### The metal 4 layer, run 1

Cells faint in the background.
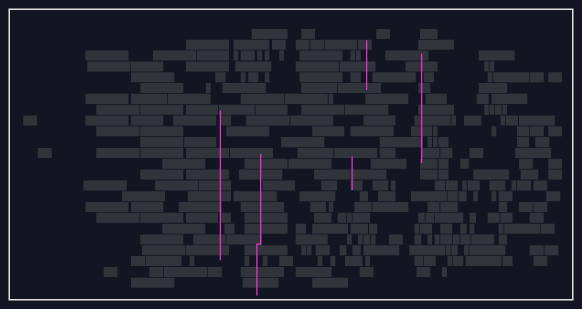
### Routed metal per tile, run 1

The die is cut into 28 by 15 equal tiles; dark blue is low, red is high, scaled to the fullest tile. Values are wire area over tile area, all layers added.
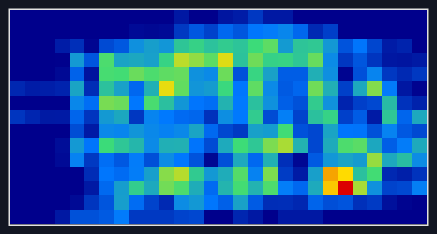
### Clock wiring as the flow saved it, run 1

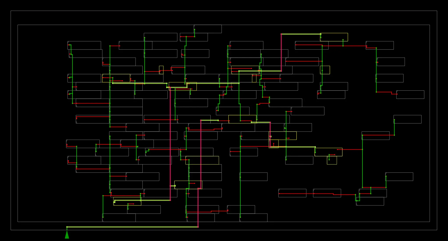
**src/rtl/circular_pointer_mc_fifo.sv**
```systemverilog
// Multi-channel FIFO: CHANNELS independent circular buffers sharing one
// push port and one pop port, registered read data, sticky error flags.
//
// Ports:
//   clk, rst (async, active-low)
//   push/push_ch/data_in : write request, target channel, write data
//   pop/pop_ch           : read request and source channel
//   err_clr              : clears overflow/underflow
//   data_out/_vld        : word popped in the previous cycle
//   empty/full/almost_full/count : per-channel status from registered counts
//   overflow/underflow   : sticky rejected-push / rejected-pop flags
module circular_pointer_mc_fifo #(
  parameter int WIDTH    = 8,
  parameter int DEPTH    = 4,
  parameter int CHANNELS = 2,
  parameter int AFULL_TH = DEPTH - 1,
  localparam int CW = (CHANNELS > 1) ? $clog2(CHANNELS) : 1,
  localparam int PW = (DEPTH > 1) ? $clog2(DEPTH) : 1,
  localparam int NW = $clog2(DEPTH + 1)
) (
  input  logic                   clk,
  input  logic                   rst,
  input  logic                   push,
  input  logic [CW-1:0]          push_ch,
  input  logic [WIDTH-1:0]       data_in,
  input  logic                   pop,
  input  logic [CW-1:0]          pop_ch,
  input  logic                   err_clr,
  output logic [WIDTH-1:0]       data_out,
  output logic                   data_out_vld,
  output logic [CHANNELS-1:0]    empty,
  output logic [CHANNELS-1:0]    full,
  output logic [CHANNELS-1:0]    almost_full,
  output logic [CHANNELS*NW-1:0] count,
  output logic                   overflow,
  output logic                   underflow
);

  logic [WIDTH-1:0] mem_q [CHANNELS][DEPTH];
  logic [PW-1:0]    wp_q  [CHANNELS];
  logic [PW-1:0]    wp_d  [CHANNELS];
  logic [PW-1:0]    rp_q  [CHANNELS];
  logic [PW-1:0]    rp_d  [CHANNELS];
  logic [NW-1:0]    cnt_q [CHANNELS];
  logic [NW-1:0]    cnt_d [CHANNELS];

  logic [CHANNELS-1:0] push_acc;
  logic [CHANNELS-1:0] pop_acc;
  logic [WIDTH-1:0]    rd_data;

  logic [WIDTH-1:0] dout_q, dout_d;
  logic             vld_q, vld_d;
  logic             ovf_q, ovf_d;
  logic             udf_q, udf_d;

  // Explicit wrap so non-power-of-2 depths work.
  function automatic logic [PW-1:0] ptr_inc(input logic [PW-1:0] p);
    return (p == PW'(DEPTH - 1)) ? '0 : p + 1'b1;
  endfunction

  // Out-of-range channel numbers match no loop index, so they are
  // rejected without a separate range compare.
  always_comb begin
    push_acc = '0;
    pop_acc  = '0;
    rd_data  = '0;
    for (int c = 0; c < CHANNELS; c++) begin
      wp_d[c]  = wp_q[c];
      rp_d[c]  = rp_q[c];
      cnt_d[c] = cnt_q[c];
      pop_acc[c] = pop && (pop_ch == CW'(c))
                   && (cnt_q[c] != '0);
      // A full channel still accepts a push when it is popped this cycle.
      push_acc[c] = push && (push_ch == CW'(c))
                    && ((cnt_q[c] != NW'(DEPTH)) || pop_acc[c]);
      if (pop_acc[c]) begin
        rd_data = mem_q[c][rp_q[c]];
        rp_d[c] = ptr_inc(rp_q[c]);
      end
      if (push_acc[c]) begin
        wp_d[c] = ptr_inc(wp_q[c]);
      end
      unique case ({push_acc[c], pop_acc[c]})
        2'b10:   cnt_d[c] = cnt_q[c] + 1'b1;
        2'b01:   cnt_d[c] = cnt_q[c] - 1'b1;
        default: cnt_d[c] = cnt_q[c];
      endcase
    end
  end

  // A new error in the same cycle overrides err_clr.
  always_comb begin
    vld_d  = |pop_acc;
    dout_d = (|pop_acc) ? rd_data : dout_q;
    ovf_d  = ovf_q;
    udf_d  = udf_q;
    if (err_clr) begin
      ovf_d = 1'b0;
      udf_d = 1'b0;
    end
    if (push && !(|push_acc)) ovf_d = 1'b1;
    if (pop && !(|pop_acc))   udf_d = 1'b1;
  end

  always_ff @(posedge clk or negedge rst) begin
    if (!rst) begin
      for (int c = 0; c < CHANNELS; c++) begin
        wp_q[c]  <= '0;
        rp_q[c]  <= '0;
        cnt_q[c] <= '0;
      end
      dout_q <= '0;
      vld_q  <= 1'b0;
      ovf_q  <= 1'b0;
      udf_q  <= 1'b0;
    end else begin
      for (int c = 0; c < CHANNELS; c++) begin
        wp_q[c]  <= wp_d[c];
        rp_q[c]  <= rp_d[c];
        cnt_q[c] <= cnt_d[c];
      end
      dout_q <= dout_d;
      vld_q  <= vld_d;
      ovf_q  <= ovf_d;
      udf_q  <= udf_d;
    end
  end

  // Storage is deliberately left out of reset.
  always_ff @(posedge clk) begin
    for (int c = 0; c < CHANNELS; c++) begin
      if (push_acc[c]) mem_q[c][wp_q[c]] <= data_in;
    end
  end

  always_comb begin
    empty       = '0;
    full        = '0;
    almost_full = '0;
    count       = '0;
    for (int c = 0; c < CHANNELS; c++) begin
      empty[c]          = (cnt_q[c] == '0);
      full[c]           = (cnt_q[c] == NW'(DEPTH));
      almost_full[c]    = (cnt_q[c] >= NW'(AFULL_TH));
      count[c*NW +: NW] = cnt_q[c];
    end
  end

  assign data_out     = dout_q;
  assign data_out_vld = vld_q;
  assign overflow     = ovf_q;
  assign underflow    = udf_q;

endmodule

```
**config.mk**
```make
export PLATFORM = sky130hd
export DESIGN_NAME = circular_pointer_mc_fifo
export DESIGN_NICKNAME = d
export VERILOG_FILES = /design/src/rtl/circular_pointer_mc_fifo.sv
export SDC_FILE = /design/constraint.sdc
export NUM_CORES = 1
export LEC_CHECK = 0
export ABC_AREA = 0
export CORE_ASPECT_RATIO = 0.5
export CORE_MARGIN = 2
export CORE_UTILIZATION = 40
export CTS_BUF_LIST = sky130_fd_sc_hd__clkbuf_8 sky130_fd_sc_hd__clkbuf_16
export CTS_CLUSTER_DIAMETER = 150
export CTS_CLUSTER_SIZE = 8
export DETAILED_ROUTE_END_ITERATION = 6
export RECOVER_POWER = 50
export REMOVE_ABC_BUFFERS = 1
export SYNTH_ARGS = -nofsm -noshare
export SYNTH_HDL_FRONTEND = slang
export SYNTH_SLANG_ARGS = --single-unit
```
**constraint.sdc**
```tcl
create_clock -name clk -period 3.6 [get_ports clk]
set_clock_uncertainty 0.15 [all_clocks]
set_input_delay 0.54 -clock clk [delete_from_list [all_inputs] [get_ports clk]]
set_output_delay 0.54 -clock clk [all_outputs]
set_load 0.005 [all_outputs]
```
==> flow_summary.rst, run 1 <==
Metrics
=======

.. list-table::
   :header-rows: 1

   * - Metric
     - Value
   * - Worst-case clock buffer depth
     - 2
   * - Pins over their slew limit
     - 26
   * - Cell family contributing the most delay on the critical path
     - buffers and inverters
   * - Diodes inserted
     - 0
   * - R2r setup slk
     - ~0.98 ns
   * - Violated checks
     - max-capacitance violations, max-slew violations
   * - GRT met3 Usage
     - 5.05%
   * - Type of the setup path with the least slack
     - in -> reg
   * - Number of failing setup endpoints in the final timing report
     - 0
   * - Layout Cells excl Fill
     - between 300 and 400
   * - Share of Yosys cell area claimed by the top area cell type
     - approximately 50%
   * - Critical path capture point
     - count[5]$_DFFE_PN0P_
   * - Final-report hold violation count
     - 0
   * - Routed Wire Length
     - 7210 um
   * - Reported combinational group power
     - a little under 1 mW
   * - Cell types occupying the most area after synthesis
     - edfxtp_1 51%, dfrtp_1 17%, mux4_2 9.6%
   * - Maximum achievable frequency
     - 336 MHz
   * - Kind of launch point of the worst setup path
     - primary input
   * - Standard-cell rows
     - 24
   * - Post-synthesis simple-gate area fraction
     - under 10%
   * - Yosys Instances
     - 229
   * - Placed wire-length estimate after detailed placement
     - approximately 4700 um
   * - Arrival time reported for the critical path endpoint
     - around 3.1 ns
   * - H-tree Lvls
     - 3
   * - Metal1 wirelength
     - roughly 3200 um
   * - Worst hold-check path type
     - reg -> reg
   * - WP depth
     - 10
   * - Number of nets at the end of the flow
     - about 300
   * - Number of port buffers
     - 37
   * - Capture instance of the worst register-to-register path
     - count[5]$_DFFE_PN0P_
   * - Die span in y
     - 72.7 um
   * - Portion of the clock cycle consumed by the worst path in the final layout
     - approximately 83%
   * - GR Layer Usage met1
     - 21.2%
   * - Met2 usage in global routing
     - approximately a quarter
   * - Post-synthesis share of cell area spent on xor and xnor gates
     - approximately 1.2%
   * - Flip-flop and latch power
     - 1.56 mW
   * - Commonest flop
     - edfxtp_1
   * - Fraction of area in registers
     - approximately 56%
   * - Total power after layout
     - 3.45 mW
   * - Cell internal power dissipation
     - 2.43 mW
   * - Detail-routed net length per standard cell
     - 18.4 um
   * - Leading power group
     - registers
   * - Top logic cell family in the synthesized netlist
     - multiplexers
   * - Resize count post-CTS
     - 0
   * - Routed length on met2
     - about 3200 um
   * - Top cell type by instance count after synthesis
     - edfxtp_1
   * - Combinational share of power
     - 28.3%
   * - Non-clock buffer total of the final layout
     - approximately 40
   * - Clock latency reported for the late side of the worst-skew pair
     - ~0.34 ns
   * - Top sig layer
     - met4
   * - Taps Inserted
     - around 120
   * - Clock period minus worst slack
     - roughly 3.0 ns
   * - Area fraction in compound gates
     - under 10%
   * - Fillcell total
     - 744
   * - Critical-path top delay cell
     - dlygate4sd3_1
   * - Result of the run
     - complete, but fails checks
   * - Iteration count of the initial detailed-routing pass
     - 4
   * - Last weighted congestion value of the routability-driven placer
     - ~0.85
   * - Inverter tally of the final layout excluding the clock network
     - 12
   * - Setup repair after global routing missed its margin
     - no
   * - Fraction of layout cells with a size suffix above 1
     - 15.9%
   * - Die area
     - 10,300 um2
   * - Area reported by Yosys stat
     - around 3800 um2
   * - Leakage power figure
     - ~1.7 nW
   * - Clock transition at the register clock pins on the worst setup and hold paths after CTS
     - 0.06 ns
   * - Max FFs per register
     - around 64
   * - DP Worst Slack
     - 0.649 ns
   * - Max cap viols
     - 1
   * - Maximum VDD drop
     - 0.000242 V
   * - Worst Min Path Start
     - data_out[7]$_DFFE_PN0P_
   * - Clock Tree Root
     - clkbuf_16
   * - Antenna violations before repair
     - 0
   * - Number of cell instances on the worst register-to-register path
     - 9
   * - Leading post-synthesis cells by instance count
     - 64 x edfxtp_1, 25 x dfrtp_1, 23 x nand2_1, 16 x mux4_2, 12 x inv_1
   * - Crit path setup slack, layout
     - approximately 0.63 ns
   * - Flip-flop and latch count after synthesis
     - between 80 and 90
   * - Antenna-violating nets left
     - 0
   * - Final TNS setup
     - 0 ns
   * - Via count of the first global-routing pass
     - between 2,000 and 2,500
   * - Post-detailed-route DRC marker count
     - 0
   * - Global-route wire length before repair
     - approximately 11,000 um
   * - P&R area growth vs syn
     - 20.5%
   * - Number of enable flip-flop cells
     - 64
-- 'The metal 4 layer' (at the start) --
main direction: vertical
wire length on this layer: 121 um
nets with wire on the layer: 3
longest straight run: 37.4 um

-- 'Routed metal per tile' (at the start) --
mean over tiles: 0.12
fullest tile: 0.52
tiles over half the peak: 11%
nearly empty tiles: 23%

-- 'Clock wiring as the flow saved it' (at the start) --
power attributed to the clock group: 0.912 mW
total number of sequential cells: 89
number of clock buffer instances in the layout: 9
TritonCTS buffer count: 9
Num Clock Sinks: 89

### Routed clock nets over the placement, run 1

Bar = 50 um.
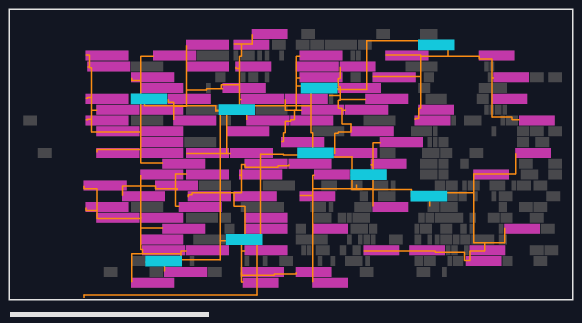

==> inputs of run 2 (changes only) <==
==> constraint.sdc (replaced) <==
create_clock -name clk -period 2.7 [get_ports clk]
set_clock_uncertainty 0.15 [all_clocks]
set_input_delay 0.405 -clock clk [delete_from_list [all_inputs] [get_ports clk]]
set_output_delay 0.405 -clock clk [all_outputs]
set_load 0.005 [all_outputs]
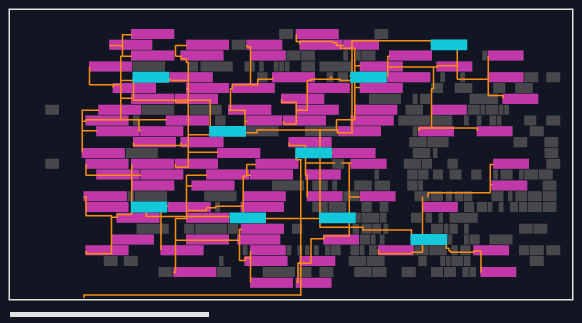
*Routed clock nets over the placement, run 2*
Bar = 50 um.
legend:
  magenta:
    item: flip-flops
    count: 89
  orange:
    item: clock wires
    length: 1,050 um
  cyan:
    item: clock-net drivers
    count: 9
routed clock nets: 10

==> flow_summary.rst, run 2 <==
Metrics
=======

.. list-table::
   :header-rows: 1

   * - Metric
     - Value
   * - GRT met3 Usage
     - 6.04% (+0.98 points)
   * - Number of enable flip-flop cells
     - 64 (unchanged)
   * - Capture instance of the worst register-to-register path
     - count[5]$_DFFE_PN0P_
   * - Reported combinational group power
     - 1.34 mW (+37%)
   * - Clock period minus worst slack
     - approximately 2.4 ns
   * - Diodes inserted
     - 0 (unchanged)
   * - Post-synthesis simple-gate area fraction
     - 7.40% (unchanged)
   * - Via count of the first global-routing pass
     - 2,092 (+1.0%)
   * - Leading power group
     - registers
   * - Worst-case clock buffer depth
     - 2 (unchanged)
   * - Non-clock buffer total of the final layout
     - 48 (+20%)
   * - Layout Cells excl Fill
     - 402 (+2.3%)
   * - Maximum achievable frequency
     - approximately 410 MHz
   * - Flip-flop and latch power
     - 2.10 mW (+35%)
   * - Crit path setup slack, layout
     - 0.283 ns (-0.345 ns)
   * - Routed Wire Length
     - 7560 um (+4.8%)
   * - Number of clock buffer instances in the layout
     - 9 (unchanged)
   * - Violated checks
     - max-capacitance violations, max-slew violations
   * - Die span in y
     - 72.7 um (unchanged)
   * - Setup repair after global routing missed its margin
     - no
   * - Maximum VDD drop
     - 0.000317 V (+31%)
   * - Worst hold-check path type
     - reg -> reg
   * - Clock latency reported for the late side of the worst-skew pair
     - 0.34 ns (about the same)
   * - Top cell type by instance count after synthesis
     - edfxtp_1
   * - Top sig layer
     - met4
   * - Flip-flop and latch count after synthesis
     - 89 (unchanged)
   * - Kind of launch point of the worst setup path
     - primary input
   * - Antenna violations before repair
     - 0 (unchanged)
   * - Number of nets at the end of the flow
     - 308 (+2.7%)
   * - Power attributed to the clock group
     - 1.14 mW (+25%)
   * - Commonest flop
     - edfxtp_1
   * - Area fraction in compound gates
     - 5.24% (unchanged)
   * - Total power after layout
     - 4.57 mW (+32%)
   * - WP depth
     - 8 (-2)
   * - Post-detailed-route DRC marker count
     - 0 (unchanged)
   * - Clock Tree Root
     - clkbuf_16
   * - Number of failing setup endpoints in the final timing report
     - 0 (unchanged)
   * - Max cap viols
     - 1 (unchanged)
   * - Final TNS setup
     - 0 ns (unchanged)
   * - Clock transition at the register clock pins on the worst setup and hold paths after CTS
     - 0.06 ns (about the same)
   * - Critical path capture point
     - count[2]$_DFFE_PN0P_
   * - Detail-routed net length per standard cell
     - 18.8 um (+2.5%)
   * - P&R area growth vs syn
     - 21.6%
   * - Pins over their slew limit
     - 26 (unchanged)
   * - Metal1 wirelength
     - 3790 um (+17%)
   * - Number of cell instances on the worst register-to-register path
     - 10 (+1)
   * - Die area
     - 10,300 um2 (unchanged)
   * - Taps Inserted
     - 117 (unchanged)
   * - Standard-cell rows
     - 24 (unchanged)
   * - Post-synthesis share of cell area spent on xor and xnor gates
     - 1.16% (unchanged)
   * - Result of the run
     - complete, but fails checks
   * - Leakage power figure
     - 1.73 nW (+2.3%)
   * - Combinational share of power
     - 29.3% (+1.0 points)
   * - Num Clock Sinks
     - 89 (unchanged)
   * - TritonCTS buffer count
     - 9 (unchanged)
   * - GR Layer Usage met1
     - 22.9% (+1.8 points)
   * - Portion of the clock cycle consumed by the worst path in the final layout
     - between 80% and 90%
### Placement by cell class, run 2

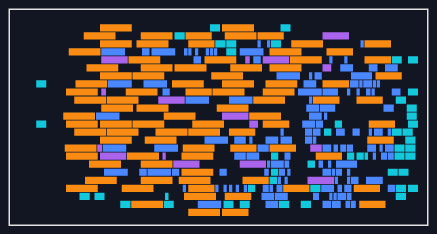

==> inputs of run 3 (changes only) <==
--- a/config.mk
+++ b/config.mk
@@ -9,7 +9,7 @@
 export CORE_ASPECT_RATIO = 0.5
 export CORE_MARGIN = 2
 export CORE_UTILIZATION = 40
-export CTS_BUF_LIST = sky130_fd_sc_hd__clkbuf_8 sky130_fd_sc_hd__clkbuf_16
+export CTS_BUF_LIST = sky130_fd_sc_hd__clkbuf_4
 export CTS_CLUSTER_DIAMETER = 150
 export CTS_CLUSTER_SIZE = 8
 export DETAILED_ROUTE_END_ITERATION = 6
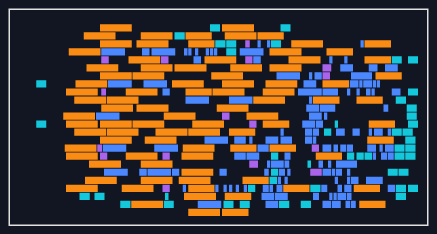
*Placement by cell class, run 3*
legend:
  purple:
    class: clock drivers and dummy loads
    cells: 16
  cyan:
    class: remaining buffers and delay cells
    cells: 48
  orange:
    class: registers
    cells: 89
  blue:
    class: remaining logic cells
    cells: 132

==> flow_summary.rst, run 3 <==
Metrics
=======

.. list-table::
   :header-rows: 1

   * - Metric
     - Value
   * - Result of the run
     - complete, but fails checks
   * - Violated checks
     - max-capacitance violations, max-slew violations
   * - Layout Cells excl Fill
     - 402 (unchanged)
   * - Leading power group
     - registers
   * - Clock latency reported for the late side of the worst-skew pair
     - 0.46 ns (+0.12 ns)
   * - Number of clock buffer instances in the layout
     - 10 (+1)
   * - Die span in y
     - 72.7 um (unchanged)
   * - Post-detailed-route DRC marker count
     - 0 (unchanged)
   * - Commonest flop
     - edfxtp_1
   * - Number of nets at the end of the flow
     - 308 (unchanged)
   * - Part of the power in registers
     - about half
   * - P&R area growth vs syn
     - 17.1%
   * - Number of cell instances on the worst register-to-register path
     - 10 (unchanged)
   * - GR Layer Usage met1
     - 23.1% (+0.18 points)
   * - Mean cell area of the mapped netlist
     - approximately 16 um2
   * - Power attributed to the clock group
     - 0.665 mW (-42%)
   * - Final design instance area without fill
     - 4420 um2
   * - Diodes inserted
     - 0 (unchanged)
   * - Area inside the core boundary
     - between 8000 and 9000 um2
   * - Grt total ovfl
     - 0
   * - Routed Wire Length
     - 7530 um (-0.36%)
   * - Clock Tree Root
     - clkbuf_4
   * - Kind of launch point of the worst setup path
     - register
   * - Metal1 wirelength
     - 3610 um (-4.7%)
   * - Portion of the clock cycle consumed by the worst path in the final layout
     - 89.8% (+0.30 points)
   * - Num Clock Sinks
     - 89 (unchanged)
   * - Antenna violations before repair
     - 0 (unchanged)
   * - Number of enable flip-flop cells
     - 64 (unchanged)
   * - Clock period minus worst slack
     - 2.42 ns (+0.00808 ns)
   * - Worst-case clock buffer depth
     - 2 (unchanged)
   * - Top sig layer
     - met4
   * - Max FFs per register
     - 64
   * - Synthesized area
     - 3770 um2
   * - Maximum achievable frequency
     - 412 MHz (-0.33%)
   * - Last weighted congestion value of the routability-driven placer
     - between 0.7 and 0.8
   * - Detail-routed net length per standard cell
     - 18.7 um (-0.36%)
   * - Fraction of layout cells with a size suffix above 1
     - between 10% and 20%
   * - Post-synthesis share of cell area spent on xor and xnor gates
     - 1.16% (unchanged)
   * - TritonCTS buffer count
     - 9 (unchanged)
   * - Standard-cell rows
     - 24 (unchanged)
   * - Flip-flop and latch power
     - 2.09 mW (about the same)
   * - Clock transition at the register clock pins on the worst setup and hold paths after CTS
     - 0.13 ns (+0.07 ns)
   * - TritonCTS clock tree
     - done
   * - Pins over their slew limit
     - 26 (unchanged)
   * - Setup repair after global routing missed its margin
     - no
   * - Yosys Instances
     - 229
   * - Area fraction in compound gates
     - 5.24% (unchanged)
   * - Reported combinational group power
     - 1.34 mW (about the same)
   * - Taps Inserted
     - 117 (unchanged)
   * - GRT met3 Usage
     - 6.17% (+0.13 points)
   * - Die area
     - 10,300 um2 (unchanged)
   * - Flip-flop and latch count after synthesis
     - 89 (unchanged)
   * - Maximum VDD drop
     - 0.000222 V (-30%)
   * - Total power after layout
     - 4.09 mW (-10%)
   * - Top cell type by instance count after synthesis
     - edfxtp_1
   * - Combinational share of power
     - 32.8% (+3.5 points)
   * - Final TNS setup
     - 0 ns (unchanged)
   * - Max cap viols
     - 1 (unchanged)
   * - Worst hold-check path type
     - reg -> reg
   * - Leakage power figure
     - 1.65 nW (-4.7%)
   * - Non-clock buffer total of the final layout
     - 48 (unchanged)
   * - Capture instance of the worst register-to-register path
     - count[5]$_DFFE_PN0P_
Power figures rest on the tool's default switching activity, not on a simulated workload.
